--- src/rtl/serial_word_rcvr.sv ---
// Serial-to-parallel receiver for the framed serial word link: synchronises the line,
// validates the start bit, samples each bit mid-period and hands the word over via valid/read.
module serial_word_rcvr #(
   parameter int NUM_BITS     = 8,
   parameter int SHIFT_MSB    = 1,
   parameter int CLKS_PER_BIT = 10
) (
   input  logic                clk,
   input  logic                n_rst,
   input  logic                serial_in,
   input  logic                data_read,
   output logic [NUM_BITS-1:0] rx_data,
   output logic                data_valid,
   output logic                framing_error,
   output logic                overrun_error
);

   localparam int TW = $clog2(CLKS_PER_BIT);
   localparam int CW = $clog2(NUM_BITS + 1);
   localparam logic [TW-1:0] HALF_M1  = TW'(CLKS_PER_BIT / 2 - 1);
   localparam logic [TW-1:0] FULL_M1  = TW'(CLKS_PER_BIT - 1);
   localparam logic [TW-1:0] TMR_ONE  = TW'(1);
   localparam logic [CW-1:0] LAST_BIT = CW'(NUM_BITS - 1);
   localparam logic [CW-1:0] CNT_ONE  = CW'(1);

   typedef enum logic [2:0] {
      IDLE,
      START_CHK,
      RECV,
      STOP,
      LOAD
   } state_t;

   state_t              r_state;
   state_t              w_nextState;
   logic                r_sync1;
   logic                r_sync2;
   logic                r_prev;
   logic [TW-1:0]       r_timer;
   logic [CW-1:0]       r_bitCnt;
   logic [NUM_BITS-1:0] r_shift;
   logic [NUM_BITS-1:0] w_shiftNext;
   logic                w_startEdge;
   logic                w_timerRst;
   logic                w_shiftEn;
   logic                w_load;
   logic                w_setFe;
   logic                w_clrFe;

   assign w_startEdge = r_prev & ~r_sync2;

   always_ff @(posedge clk or negedge n_rst) begin
      if (!n_rst) begin
         r_sync1 <= 1'b1;
         r_sync2 <= 1'b1;
         r_prev  <= 1'b1;
      end else begin
         r_sync1 <= serial_in;
         r_sync2 <= r_sync1;
         r_prev  <= r_sync2;
      end
   end

   always_ff @(posedge clk or negedge n_rst) begin
      if (!n_rst) begin
         r_state <= IDLE;
      end else begin
         r_state <= w_nextState;
      end
   end

   // Timer is held at zero whenever the FSM is (or is about to be) idle, so every
   // frame measures its sample points from the detected start edge.
   always_comb begin
      w_nextState = r_state;
      w_timerRst  = 1'b0;
      w_shiftEn   = 1'b0;
      w_load      = 1'b0;
      w_setFe     = 1'b0;
      w_clrFe     = 1'b0;
      case (r_state)
         IDLE: begin
            w_timerRst = 1'b1;
            if (w_startEdge) begin
               w_nextState = START_CHK;
               w_clrFe     = 1'b1;
            end
         end
         START_CHK: begin
            if (r_timer == HALF_M1) begin
               w_timerRst  = 1'b1;
               w_nextState = r_sync2 ? IDLE : RECV;
            end
         end
         RECV: begin
            if (r_timer == FULL_M1) begin
               w_shiftEn = 1'b1;
               if (r_bitCnt == LAST_BIT) begin
                  w_nextState = STOP;
               end
            end
         end
         STOP: begin
            if (r_timer == FULL_M1) begin
               w_timerRst = 1'b1;
               if (r_sync2) begin
                  w_nextState = LOAD;
               end else begin
                  w_nextState = IDLE;
                  w_setFe     = 1'b1;
               end
            end
         end
         LOAD: begin
            w_timerRst  = 1'b1;
            w_load      = 1'b1;
            w_nextState = IDLE;
         end
         default: begin
            w_timerRst  = 1'b1;
            w_nextState = IDLE;
         end
      endcase
   end

   always_comb begin
      w_shiftNext = r_shift;
      if (SHIFT_MSB != 0) begin
         w_shiftNext = {r_shift[NUM_BITS-2:0], r_sync2};
      end else begin
         w_shiftNext = {r_sync2, r_shift[NUM_BITS-1:1]};
      end
   end

   always_ff @(posedge clk or negedge n_rst) begin
      if (!n_rst) begin
         r_timer  <= '0;
         r_bitCnt <= '0;
         r_shift  <= '0;
      end else begin
         if (w_timerRst) begin
            r_timer  <= '0;
            r_bitCnt <= '0;
         end else begin
            r_timer <= (r_timer == FULL_M1) ? '0 : r_timer + TMR_ONE;
            if (w_shiftEn) begin
               r_bitCnt <= r_bitCnt + CNT_ONE;
            end
         end
         if (w_shiftEn) begin
            r_shift <= w_shiftNext;
         end
      end
   end

   // A load in the same cycle as a read wins: the new word stays valid and the read
   // only serves to suppress the overrun flag.
   always_ff @(posedge clk or negedge n_rst) begin
      if (!n_rst) begin
         rx_data       <= '1;
         data_valid    <= 1'b0;
         overrun_error <= 1'b0;
         framing_error <= 1'b0;
      end else begin
         if (w_load) begin
            rx_data       <= r_shift;
            data_valid    <= 1'b1;
            overrun_error <= data_valid & ~data_read;
         end else if (data_read && data_valid) begin
            data_valid    <= 1'b0;
            overrun_error <= 1'b0;
         end
         if (w_setFe) begin
            framing_error <= 1'b1;
         end else if (w_clrFe) begin
            framing_error <= 1'b0;
         end
      end
   end

endmodule
--- config.mk ---
export PLATFORM = sky130hd
export DESIGN_NAME = serial_word_rcvr
export DESIGN_NICKNAME = d
export VERILOG_FILES = /design/src/rtl/serial_word_rcvr.sv
export SDC_FILE = /design/constraint.sdc
export NUM_CORES = 1
export LEC_CHECK = 0
export ABC_AREA = 1
export CORE_ASPECT_RATIO = 1.25
export CORE_UTILIZATION = 49
export CTS_CLUSTER_DIAMETER = 120
export DETAILED_ROUTE_END_ITERATION = 6
export GPL_TIMING_DRIVEN = 0
export PLACE_DENSITY = 0.73
export SETUP_SLACK_MARGIN = 0.3
export SLEW_MARGIN = 20
export SYNTH_ARGS = -nofsm -noshare
export SYNTH_HDL_FRONTEND = slang
export SYNTH_SLANG_ARGS = --single-unit
--- constraint.sdc ---
create_clock -name clk -period 1.35 [get_ports clk]
set_input_delay 0.135 -clock clk [delete_from_list [all_inputs] [get_ports clk]]
set_output_delay 0.135 -clock clk [all_outputs]
set_load 0.01 [all_outputs]
==> results_slide.txt, run 1 <==
Physical Implementation Snapshot

Run status
  • Status: finished with violations
  • Failing checks: setup timing

Final layout
  • Nets: 208
  • Final Non-Filler Cells: between 200 and 250
  • Layout cells sized above 1: a little under 40%
  • Clkbuf count: 7
  • Area Overhead vs Synth: 33.3%
  • Fin area: 1960 µm²
  • Inverters: 25
  • Seq area share: 43.0%
  • Logic cell area: ~600 µm²
  • NonClk Buf Share: between 10% and 20%
  • Top cell category: flip-flops and latches
  • Sequential Area: 842 µm²
  • Combinational share of cell area: a little under a third
  • Multi-In Gates: a little over 100
  • Regs by FF count: r_shift (8), rx_data (8)

Global route
  • Vias in the first global route: between 1000 and 1500
  • Initial antenna violation count: 0
  • Gr usage total: between 20% and 30%
  • First-pass GRT wire length: 5240 µm
  • Largest net degree at the start of global routing: 34

STA
  • Max Fclk: between 700 and 800 MHz
  • Fin crit period: 1370 ps
  • Worst setup margin: -17.9 ps
  • Cycle use final: 101%
  • Actual slew at the worst max-slew pin: 712 ps
  • Clk_skew: a little under 7 ps
  • Max_slew headroom: 52.5%
  • Final setup vio count: 1
  • Slew Viols, Final: 0
  • Hold Fails Final Rpt: 0

Critical path
  • Crit path to: r_state[2]
  • Crit. End Element: register
  • Slowest-stage cell, CP: dfrtp_2
  • CP max stage delay: approximately 460 ps
  • Worst reg2reg path endpoint: r_state[2]
  • Worst reg2reg path startpoint: r_timer[0]
  • Kind of critical path: reg2reg
  • WP data arrival: ~1600 ps
  • WP data required: about 1600 ps
  • FF-to-FF setup slack: -20 ps
  • FF-to-FF path depth: 8
  • Worst-path fanout max: 4
  • CP Launch Point: r_timer[0]

CTS
  • Clock slew at reported path FFs: roughly 100 ps
  • Clock latency on the worst-skew pair: ~340 ps
  • Clock buffer count from CTS: 5
  • Clock buffer depth: 2
  • Clk sinks: 33
  • TritonCTS clock tree: done
  • Hold Buf Count CTS: 1
  • CTS Root Cell: clkbuf_4

Die
  • Die Ht: around 63 µm
  • Ports: 15
  • N_taps: 34
  • Num rows: 21
  • Die ar.: between 3000 and 4000 µm²

Min path
  • HP Class: in2reg
  • Min-delay src: serial_in
  • Worst Hold Path Cells: 1

Synthesis
  • Synth Instances: around 160
  • Yosys Chip Area: between 1000 and 1500 µm²
  • Number of enable flip-flop cells: 0
  • Post-Syn Area: 1470 µm²
  • Commonest flop: dfrtp_1
  • Seq share, synth: 57.2%
  • Post-synth cell types: 22
  • Post-synth ARST share: 100%
  • Top-area cell share: a little under two fifths
  • Synth flops: 33
  • Mean Syn Cell Area: 8.96 µm²
  • Synth area leader: dfrtp_1
  • Post-synth top cells: nand2_1 (43), inv_1 (25), dfrtp_1 (22)
  • Syn nets: about 170

Power
  • LEAKAGE: 0.907 nW
  • VDD IR max: between 0.8 and 0.9 mV
  • Power Density: 1380 nW/µm²

Flow run
  • OpenROAD warning count: 31
  • Max_cap viols: 0

Route
  • Routed WL: roughly 3200 µm
  • Initial DRC count: 33
  • Avg WL per Cell: ~13 µm
  • DR DRC count: 0
  • DR pass1 iterations: 4
  • DR vias: roughly 1200
  • Final ANT Viol Nets: 0

Placement
  • Placed Cells incl. Taps: 212
  • Placed Instance Area: about 1700 µm²
  • Post-DP HPWL: about 2000 µm
  • PortBufs: 14
  • DP Worst Slack: -95.0 ps
## run 1: report_power, final
part	internal (mW)	switching, mW
clock network	0.302	0.334
registers	1.08	0.101
logic	0.358	0.534
## run 1: cell families (layout without fill, tap and decap cells)
family,after synthesis,after routing,share of synthesized area (%)
xor+xnor,2,2,1.19
buf+inv,29,66,8.18
fa+ha+maj,4,4,3.41
simple gates,73,73,22.1
flops,33,33,57.2
compound gates,23,23,8.01
## run 1: routing by layer
| metal | share of wire, % | track usage, % |
|---|---|---|
| met1 | 39 | 24.8 |
| met2 | 56 | 38.2 |
| met3 | 3.3 | 6.28 |
| met4 | 1.5 | 11.1 |
| met5 | 0 | 0 |
## run 1: worst max-delay path, delay by kind of cell, from the launching register on
family,cells,cell delay [ps]
buffers and inverters,1,70
and+or+nand+nor,6,630
DFF,1,460
adders and majority gates,1,160
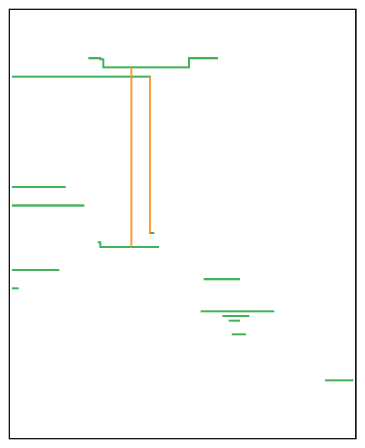
(run_1/wires.png)
Two of the layers only.
[metal 4] orange | wire length: 49.6 µm
[metal 3] green | wire length: 103 µm

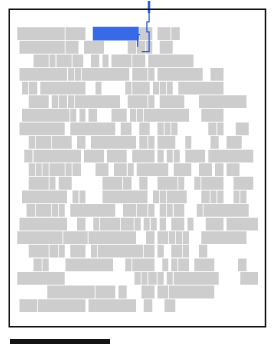
(run_1/io_fan.png)
Scale bar: 20 µm.
[data_valid] blue | bits: 1 | direction: output | end cells: 1 | wire: 13.1 µm

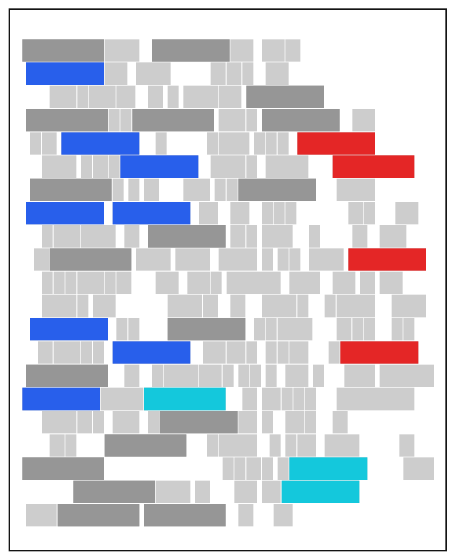
(run_1/flops_by_reg.png)
Other sequential cells in the stronger gray, the rest of the logic in the fainter gray.
[r_shift] blue | flops: 8
[r_timer] red | flops: 4
[r_state] cyan | flops: 3
not colored: 18

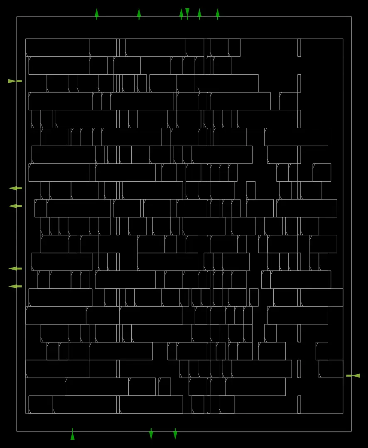
(run_1/placement.png)
Final Util: 71.0%
seq_cells: 33
final-layout fill cell count: 226

==> run_1/layer_met2.png <==
Scale bar: 20 µm.
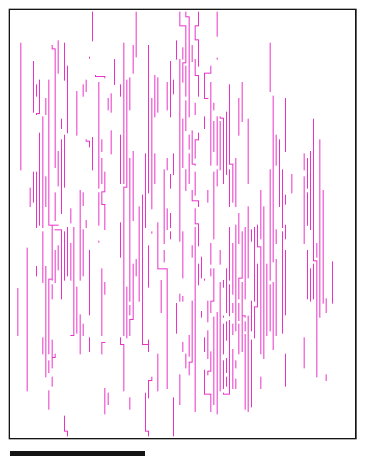

==> run 2: changes to the inputs <==
GPL_TIMING_DRIVEN = unset   (was 0)
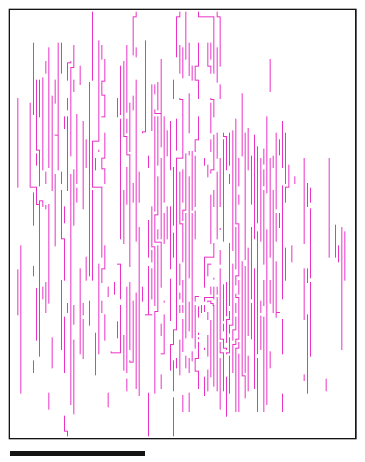
(run_2/layer_met2.png)
Scale bar: 20 µm.
main direction: vertical
nets with wire on the layer: 186
longest straight run: 34.0 µm

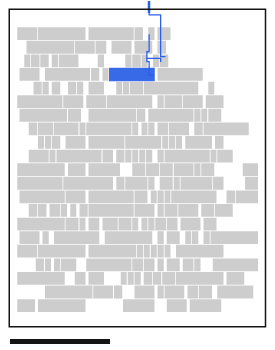
(run_2/io_fan.png)
Scale bar: 20 µm.
[data_valid] blue | bits: 1 | direction: output | end cells: 1 | wire: 25.7 µm

==> run 2 against run 1 <==
The flow still finishes with violations (setup timing). Synthesized cell count unchanged. Register-to-register slack got worse by 40 ps. Critical path depth unchanged. Non-clock buffer count increased by 1. Total power increased by 16%. Routed wire length increased by 21%. Core utilization increased by 6.1 points. Worst setup slack got worse by 42 ps.
==> results_slide.txt, run 2 <==
Physical Implementation Snapshot

Run status
  • Status: finished with violations
  • Failing checks: setup timing

Power
  • Clock share of power: approximately 25%
  • P_sw: between 1 and 1.5 mW
  • Internal power: about 2 mW
  • Power Density: around 1500 nW/µm²
  • Clock group: roughly 0.78 mW
  • LEAKAGE: between 1 and 1.5 nW
  • Register share of total power: roughly two fifths
  • P_seq: around 1.2 mW
  • Biggest consumer: registers

Synthesis
  • Synth flops: 33
  • Yosys Chip Area: between 1000 and 1500 µm²
  • Post-Syn Area: between 1000 and 1500 µm²
  • Top-area cell share: between 30% and 40%
  • Post-synth cell types: 22
  • Seq share, synth: between 50 and 60%

STA
  • Actual slew at the worst max-slew pin: 251 ps
  • Worst setup margin: -60.2 ps
  • Cycle use final: 104%
  • Fin crit period: 1410 ps
  • Hold Fails Final Rpt: 0
  • Final setup vio count: 9
  • Max_slew headroom: around 83%
  • Slew Viols, Final: 0

Critical path
  • CP bufs+invs: 2
  • Crit path to: r_state[1]
  • CP max stage delay: between 400 and 500 ps
  • Crit. End Element: register
  • CP Launch Point: r_timer[0]
  • FF-to-FF setup slack: -60 ps
  • WP data required: between 1500 and 2000 ps
  • Worst reg2reg path startpoint: r_timer[0]
  • Slowest-stage cell, CP: dfrtp_2
  • Kind of critical path: reg2reg
  • Worst-path fanout max: 4
  • Worst path depth: 8

Global route
  • Met3 usage: slightly below 6%
  • Initial antenna violation count: 0
  • Met2 Usage GRT: about two fifths
  • Gr usage total: between 20% and 30%
  • Largest net degree at the start of global routing: 34
  • Vias in the first global route: 1214

Final layout
  • Nets: 211
  • Final Util: between 70% and 80%
  • Final Non-Filler Cells: 238
  • Regs by FF count: r_shift (8), rx_data (8)
  • Area Overhead vs Synth: 44.7%

Placement
  • Placed Cells incl. Taps: between 200 and 250
  • DP Worst Slack: -35.4 ps

CTS
  • Clock latency on the worst-skew pair: 330 ps
  • Clk sinks: 33
  • CTS Root Cell: clkbuf_4
  • Clock buffer count from CTS: 5
  • Hold Buf Count CTS: 0

Die
  • Ports: 15
  • Die ar.: 3220 µm²
  • Num rows: 21

Route
  • DR vias: 1290
  • Initial DRC count: 33
  • Met3 WL post-DR: between 100 and 150 µm
  • Avg WL per Cell: approximately 16 µm
  • DR DRC count: 0

Flow run
  • Max_cap viols: 0

Min path
  • HP Class: in2async
[run 2: worst min path at each step]
stage / startpoint / end / cells after the start
detailed placement: r_sync1 / r_sync2 / 0
global placement: r_sync1 / r_sync2 / 0
CTS: n_rst / r_timer[2] / 2
global route: n_rst / r_timer[2] / 2
finish: n_rst / r_state[1] / 2
floorplan: n_rst / data_valid / 0
[run 2: logic make-up after synthesis]
group	share of synthesized area, %
flops	57.2
fa+ha+maj	3.41
buf+inv	8.18
xor+xnor	1.19
compound gates	8.01
simple gates	22.1
[run 2: cell type report]
type	count	area (µm²)
clock buffers	6	51.3
multi-input cells	104	706
repair buffers	34	350
well taps	34	42.5
clock inverters	2	37.5
flip-flops and latches	33	845
inverters	25	93.8
fillers	164	633
==> run 3: changes to the inputs <==
SLEW_MARGIN = unset   (was 20)
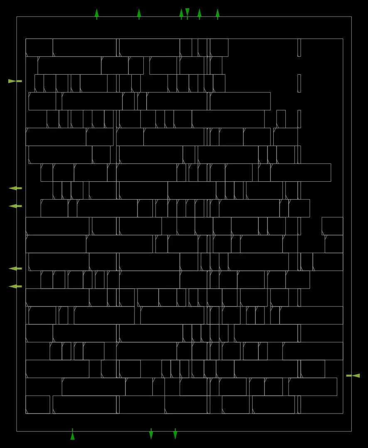
(run_3/placement.png)
num rows: 21
Final Util: 77.1%

==> run 3 against run 2 <==
First-iteration DRC count unchanged. Sequential cell count unchanged. Sequential power about the same. Combinational power about the same. Area after synthesis unchanged. Critical path depth unchanged. The flow still finishes with violations (setup timing). Synthesized cell count unchanged. Total power unchanged. Critical path type unchanged. Cell area unchanged. Worst hold slack unchanged. Clock power about the same. Routed wire length unchanged.
==> results_slide.txt, run 3 <==
Physical Implementation Snapshot

STA
  • Fin crit period: around 1400 ps
  • RSZ-0062 raised after global routing: yes
  • Hold Fails Final Rpt: 0
  • Setup_tns: -230 ps
  • Clk_skew: 9.06 ps
  • Worst setup margin: -60.2 ps
  • Max Fclk: 709 MHz
  • Max_slew headroom: between 80% and 90%
  • Actual slew at the worst max-slew pin: 251 ps
  • Final setup vio count: 9
  • Slew Viols, Final: 0
  • Final hold slack: approximately 150 ps
  • Cycle use final: 104%

Critical path
  • CP max stage delay: approximately 470 ps
  • WP data required: 1580 ps
  • Crit start category: register
  • Worst reg2reg path endpoint: r_state[1]
  • Crit path to: r_state[1]
  • FF-to-FF setup slack: -60 ps
  • Slowest-stage cell, CP: dfrtp_2
  • Crit path top cell by count: nand2_1
  • FF-to-FF path depth: 8
  • Worst path depth: 8
  • Kind of critical path: reg2reg
  • Crit. End Element: register
  • WP data arrival: between 1500 and 2000 ps
  • CP Launch Point: r_timer[0]
  • Worst-path fanout max: 4
  • Worst reg2reg path startpoint: r_timer[0]
  • CP delay by family, top: simple AND/OR/NAND/NOR gates
  • CP bufs+invs: 2
  • Critical path cell sequence: inv_2, ha_2, nand3_2, nand3_4, buf_4, nand4_1, nand2_1, nand2_1

Flow run
  • Max_cap viols: 0
  • OpenROAD warning count: 31

Synthesis
  • Number of enable flip-flop cells: 0
  • Synth area leader: dfrtp_1
  • XOR Share, Synth: 1.19%
  • Post-Syn Area: 1470 µm²
  • Top logic family: simple AND/OR/NAND/NOR gates
  • Yosys simple share: 22.1%
  • Adder share: 3.41%
  • Synth Instances: 164
  • Commonest flop: dfrtp_1
  • Top-area cell share: between 30% and 40%
  • Mean Syn Cell Area: approximately 9.0 µm²
  • Yosys Chip Area: roughly 1500 µm²
  • Mux frac, synth: 0%
  • Syn nets: around 170
  • Post-synth ARST share: 100%
  • Seq share, synth: a little under three fifths
  • Ys cells: ~160
  • Post-synth top cells: nand2_1 (43), inv_1 (25), dfrtp_1 (22)
  • Synth flops: 33
  • Post-synth cell types: 22
  • Complex Gates by Area: under 10%

CTS
  • TritonCTS clock tree: done
  • Clock latency on the worst-skew pair: 330 ps
  • Clock buffer count from CTS: 5
  • Clock buffer depth: 2
  • Clock slew at reported path FFs: roughly 110 ps
  • CTS Root Cell: clkbuf_4
  • Clk sinks: 33
  • # H-tree levels: 2

Route
  • Routed WL: between 3000 and 4000 µm
  • Initial DRC count: 33
  • DR pass1 iterations: 4
  • DR vias: ~1300
  • Via/cell ratio: ~5.4
  • DR DRC count: 0
  • Avg WL per Cell: around 16 µm
  • Final ANT Viol Nets: 0

Power
  • Biggest consumer: registers
  • P_sw: between 1 and 1.5 mW
  • P_seq: around 1.2 mW
  • Power Density: 1490 nW/µm²
  • Combinational power share: a little over a third
  • Internal power: between 2 and 2.5 mW
  • Clock share of power: roughly 25%
  • LEAKAGE: about 1 nW
  • VDD IR max: ~1.2 mV
  • Clock group: 0.782 mW
  • Comb power: 1.15 mW
  • Register share of total power: approximately two fifths
  • Switch share: a little over a third

Final layout
  • Fin area: between 2000 and 2500 µm²
  • Layout cells sized above 1: a little under half
  • Area Overhead vs Synth: 44.7%
  • Regs by FF count: r_shift (8), rx_data (8)
  • Number of inserted diodes: 0
  • Top cells excl fill/tap: nand2_1 (31), inv_1 (21), dfrtp_1 (18)
  • Most frequent logic cell in the layout: nand2_1
  • Nets: about 210
  • Final Non-Filler Cells: ~240

Global route
  • Initial antenna violation count: 0
  • First-pass GRT wire length: roughly 5500 µm
  • Gr usage total: between 20% and 30%
  • Vias in the first global route: 1214
  • Largest net degree at the start of global routing: 34

Run status
  • Failing checks: setup timing
  • Status: finished with violations

Die
  • Die ar.: between 3000 and 4000 µm²
  • Die Ht: between 60 and 70 µm
  • Ports: 15

Min path
  • HP Class: in2async

Placement
  • Gpl congestion: approximately 0.87
  • Placed Cells incl. Taps: 212
  • Placed Instance Area: ~1700 µm²
  • PortBufs: 14
  • DP Worst Slack: -35.4 ps
  • Post-DP HPWL: between 1500 and 2000 µm
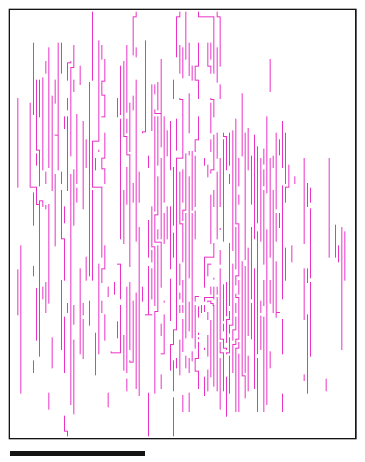
(run_3/layer_met2.png)
Scale bar: 20 µm.
longest straight run: 34.0 µm
nets with wire on the layer: 186
wire length on this layer: 2150 µm
main direction: vertical
share of all routed wire: 56%

-- run 3: cell counts in the layout (fill, tap and decap cells not counted) --
Identical to the previous run, type by type.
-- run 3: repair_timing --
item                       CTS  global route
pin swaps                    6             8
setup endpoints to repair   40            37
hold buffers                 0             0
setup buffers                9             6
resized                     81            29
cloned                       2             1
-- run 3: layout make-up --
type                            count  area, µm²
Sequential cell                    33        845
Multi-Input combinational cell    104        706
Fill cell                         164        633
Timing Repair Buffer               34        350
Inverter                           25       93.8
Clock buffer                        6       51.3
Tap cell                           34       42.5
Clock inverter                      2       37.5
-- run 3: metal layers --
metal	part of all wire, %	up-vias	global-route usage (%)
met5	0	-	0
met4	3.1	0	9.38
met3	3.7	10	5.80
met2	56	39	40.1
met1	37	643	28.0
li1	-	598	-
Power is estimated from default activity; no workload was simulated.
